## src/rtl/mem_bus_arbiter.sv

```systemverilog
// Two-port round-robin arbiter for the shared 8-bit BlockRAM/peripheral bus.
// Define MEM_BUS_ARBITER_LOCK_EN to let a locked owner keep the bus for up to MAX_BURST re-grants.
module mem_bus_arbiter #(
    parameter int ADDR_W    = 19,
    parameter int DATA_W    = 8,
    parameter int MAX_BURST = 16
) (
    input  logic              clock,
    input  logic              reset,
    input  logic              req0,
    input  logic [ADDR_W-1:0] addr0,
    input  logic              we0,
    input  logic [DATA_W-1:0] wdata0,
    input  logic              lock0,
    output logic              ack0,
    output logic [DATA_W-1:0] rdata0,
    input  logic              req1,
    input  logic [ADDR_W-1:0] addr1,
    input  logic              we1,
    input  logic [DATA_W-1:0] wdata1,
    input  logic              lock1,
    output logic              ack1,
    output logic [DATA_W-1:0] rdata1,
    output logic [ADDR_W-1:0] mem_address,
    output logic              mem_write_en,
    output logic [DATA_W-1:0] mem_data_out,
    input  logic [DATA_W-1:0] mem_data_in
);

    typedef enum logic [1:0] {
        S_IDLE   = 2'd0,
        S_ACCESS = 2'd1,
        S_ACK    = 2'd2
    } state_t;

    state_t              state_q, state_d;
    logic [ADDR_W-1:0]   addr_q, addr_d;
    logic                we_q, we_d;
    logic [DATA_W-1:0]   wdata_q, wdata_d;
    logic                ack0_q, ack0_d, ack1_q, ack1_d;
    logic [DATA_W-1:0]   rdata0_q, rdata0_d, rdata1_q, rdata1_d;
    logic                owner_q, owner_d;
    logic                last_grant_q, last_grant_d;
    logic                pick1;

`ifdef MEM_BUS_ARBITER_LOCK_EN
    localparam logic [7:0] BURST_MAX = 8'(MAX_BURST);
    logic [7:0] burst_cnt_q, burst_cnt_d;
    logic       grant_locked;

    // Locked re-grant of the previous owner overrides round-robin until the burst budget is spent.
    always_comb begin
        pick1        = req1 && (!req0 || !last_grant_q);
        grant_locked = 1'b0;
        if ((last_grant_q ? (lock1 && req1) : (lock0 && req0)) && (burst_cnt_q != BURST_MAX)) begin
            pick1        = last_grant_q;
            grant_locked = 1'b1;
        end
    end
`else
    logic [2:0] unused_lock;
    assign unused_lock = {lock0, lock1, MAX_BURST == 0};

    // On a tie the port that did not win last time is granted.
    always_comb begin
        pick1 = req1 && (!req0 || !last_grant_q);
    end
`endif

    always_comb begin
        state_d      = state_q;
        addr_d       = addr_q;
        we_d         = we_q;
        wdata_d      = wdata_q;
        ack0_d       = 1'b0;
        ack1_d       = 1'b0;
        rdata0_d     = rdata0_q;
        rdata1_d     = rdata1_q;
        owner_d      = owner_q;
        last_grant_d = last_grant_q;
`ifdef MEM_BUS_ARBITER_LOCK_EN
        burst_cnt_d  = burst_cnt_q;
`endif
        case (state_q)
            S_IDLE: begin
                if (req0 || req1) begin
                    owner_d      = pick1;
                    last_grant_d = pick1;
                    addr_d       = pick1 ? addr1 : addr0;
                    we_d         = pick1 ? we1 : we0;
                    wdata_d      = pick1 ? wdata1 : wdata0;
                    state_d      = S_ACCESS;
`ifdef MEM_BUS_ARBITER_LOCK_EN
                    burst_cnt_d  = grant_locked ? burst_cnt_q + 8'd1 : 8'd0;
`endif
                end
            end
            S_ACCESS: begin
                // Read data is only captured for reads; a write leaves the owner's rdata alone.
                if (!we_q) begin
                    if (owner_q) rdata1_d = mem_data_in;
                    else         rdata0_d = mem_data_in;
                end
                if (owner_q) ack1_d = 1'b1;
                else         ack0_d = 1'b1;
                we_d    = 1'b0;
                state_d = S_ACK;
            end
            S_ACK: begin
                state_d = S_IDLE;
            end
            default: begin
                state_d = S_IDLE;
            end
        endcase
    end

    always_ff @(posedge clock) begin
        if (reset) begin
            state_q      <= S_IDLE;
            addr_q       <= '0;
            we_q         <= 1'b0;
            wdata_q      <= '0;
            ack0_q       <= 1'b0;
            ack1_q       <= 1'b0;
            rdata0_q     <= '0;
            rdata1_q     <= '0;
            owner_q      <= 1'b0;
            last_grant_q <= 1'b1;
`ifdef MEM_BUS_ARBITER_LOCK_EN
            burst_cnt_q  <= 8'd0;
`endif
        end else begin
            state_q      <= state_d;
            addr_q       <= addr_d;
            we_q         <= we_d;
            wdata_q      <= wdata_d;
            ack0_q       <= ack0_d;
            ack1_q       <= ack1_d;
            rdata0_q     <= rdata0_d;
            rdata1_q     <= rdata1_d;
            owner_q      <= owner_d;
            last_grant_q <= last_grant_d;
`ifdef MEM_BUS_ARBITER_LOCK_EN
            burst_cnt_q  <= burst_cnt_d;
`endif
        end
    end

    assign mem_address  = addr_q;
    assign mem_write_en = we_q;
    assign mem_data_out = wdata_q;
    assign ack0         = ack0_q;
    assign ack1         = ack1_q;
    assign rdata0       = rdata0_q;
    assign rdata1       = rdata1_q;

endmodule

```

## config.mk

```make
export PLATFORM = sky130hd
export DESIGN_NAME = mem_bus_arbiter
export DESIGN_NICKNAME = d
export VERILOG_FILES = /design/src/rtl/mem_bus_arbiter.sv
export SDC_FILE = /design/constraint.sdc
export NUM_CORES = 1
export LEC_CHECK = 0
export CAP_MARGIN = 25
export CORE_UTILIZATION = 25
export CTS_CLUSTER_DIAMETER = 200
export CTS_CLUSTER_SIZE = 14
export DETAILED_ROUTE_END_ITERATION = 16
export SLEW_MARGIN = 20
export SYNTH_ARGS = -nofsm -noshare
export SYNTH_HDL_FRONTEND = slang
export SYNTH_SLANG_ARGS = --single-unit
```

## constraint.sdc

```tcl
create_clock -name clock -period 3.73 [get_ports clock]
set_clock_uncertainty 0.1 [all_clocks]
set_input_delay 0.5595 -clock clock [delete_from_list [all_inputs] [get_ports clock]]
set_output_delay 0.5595 -clock clock [all_outputs]
set_load 0.05 [all_outputs]
```

Figure 1. Wiring by layer.
(3 px per um)
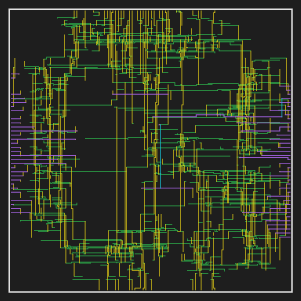
legend:
  purple:
    layer: metal 3
    wire_length: 459 um
  yellow:
    layer: metal 2
    wire_length: 2910 um
  green:
    layer: metal 1
    wire_length: 2820 um
  cyan:
    layer: metal 4
    wire_length: 27.2 um
GRT Overall Usage: 13.8%
routed wire length per instance: 13.8 um
Routed Wire Length: 6210 um
vias: 2100

Figure 2. The clock network.
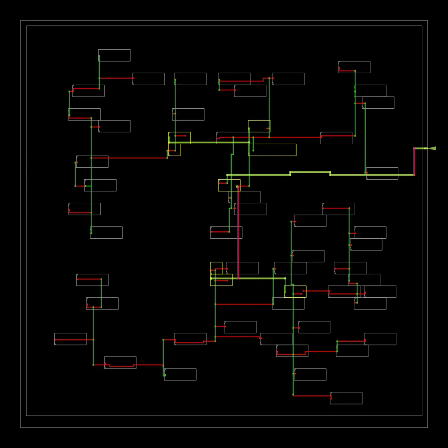
Seq Cell Count: 50
Clock Power: 391 uW
clk_buf instances: 5

Figure 3. Routed clock nets over the placement.
(4 px per um)
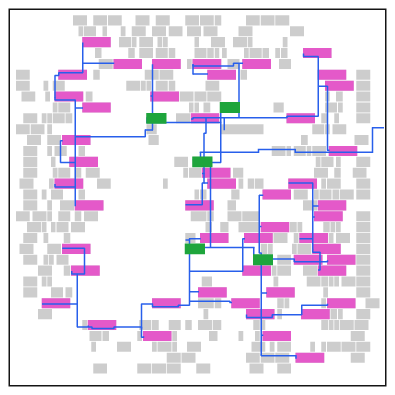
legend:
  magenta:
    item: flip-flops
    count: 50
  green:
    item: clock drivers
    count: 5
  blue:
    item: clock wires
    length: 653 um
flops lie: widely spread
routed clock nets: 6
Latency at later pin: 300 ps
clock power share: 26.8%

layout make-up:
class	count	area, um^2
repair buffers	115	1140
flip-flops and latches	50	1000
well taps	105	131
clock inverters	3	45.0
fillers	854	4830
multi-input cells	173	960
clock buffers	5	68.8
worst reg2reg max path: stages (launching register included):
cell      delay, ps
dfxtp_1         360
nor2_2          590
buf_4           360
a22oi_1         120
a311oi_1        250
worst max path at each step:
stage                            endpoint  slack (ps)  cells past startpoint
after floorplan           mem_data_out[1]        2160                      5
after global placement    mem_address[17]        1210                      5
after detailed placement   mem_address[0]        1090                      5
after CTS                  mem_address[0]        1430                      5
after global routing       mem_address[3]        1340                      5
final                      mem_address[0]        1460                      5
power groups by stage:
stage,registers (mW),clock network (mW),logic (mW)
floorplan,0.767,0,0.138
global placement,0.619,0,0.461
detailed placement,0.620,0,0.464
CTS,0.608,0.407,0.465
global route,0.615,0.424,0.492
finish,0.608,0.391,0.460
flip-flops by register name, indices dropped and copies added (netlist names):
| signal | count |
|---|---|
| last_grant_q | 1 |
| rdata1 | 8 |
| mem_write_en | 1 |
| ack1 | 1 |
| mem_address | 19 |
| ack0 | 1 |
| owner_q | 1 |
| state_q | 2 |
| mem_data_out | 8 |
| rdata0 | 8 |
layout by cell type, fill, tap and decap left out, types with 5 or more instances in the layout:
master             n
clkbuf_8           5
a311oi_1          28
clkdlybuf4s50_1  112
nand2_1           73
a21oi_1           37
dfxtp_1           50
mux2i_1            8
nor2_1            10
per-layer routing:
layer	vias up	GRT usage, %	part of all wire, %
met2	73	24.1	47
met4	0	2.31	0.43
met1	963	16.9	45
met5	-	0	0
met3	4	4.21	7.4
li1	1060	-	-
==> Changelog: implementation <==
## Implementation

- Post-route DRC: 0
- FFs w/ async S/R, synth: 0%
- Power Internal: 964 uW
- Max Buffers Root-to-Sink: 2
- Run status: finished, final reports clean
- Hold_sp: rdata0[1]
- Final setup viols: 0
- Core area: 8180 um^2
- Post-synth tally of flip-flops with integrated enable: 0
- First-pass GRT wire length: 9590 um
- Final core utilization: 40.9%
- CP Class: input pin to register
- YS chip area: 2100 um^2
- Ys cells: 244
- CP max stage cell: a21boi_2
- Resized cells post-CTS: 0
- VDD IR max: 0.148 mV
- Slew margin rel.: 37.2%
- Non-Filler Instances: 451
- Worst-Margin Slew: 943 ps
- Hold buffers post-CTS: 0
- Cts bufs inserted: 5
- Worst EP arrival: 2370 ps
- DP Area: 3230 um^2
- Adder Share, Synth: 0%
- R2r startpoint: state_q[0]
- Buf+Inv Stages, Crit Path: 2
- Register share of total power: 41.7%
- Number of global-route vias before repair: 1983
- CP Max Fanout: 16
- DRT antenna net count: 0
- Hpwl dp: 4220 um
- Largest logic family: AND-OR/OR-AND gates
- Crit end category: register
- CTS tree: built
- Part of the power in combinational logic: 31.5%
- Hold Path Class: register to register
- Placed Cells: 443
- Area fraction in mux cells: 3.81%
- Die H: 93.7 um
Power is estimated from default activity; no workload was simulated.
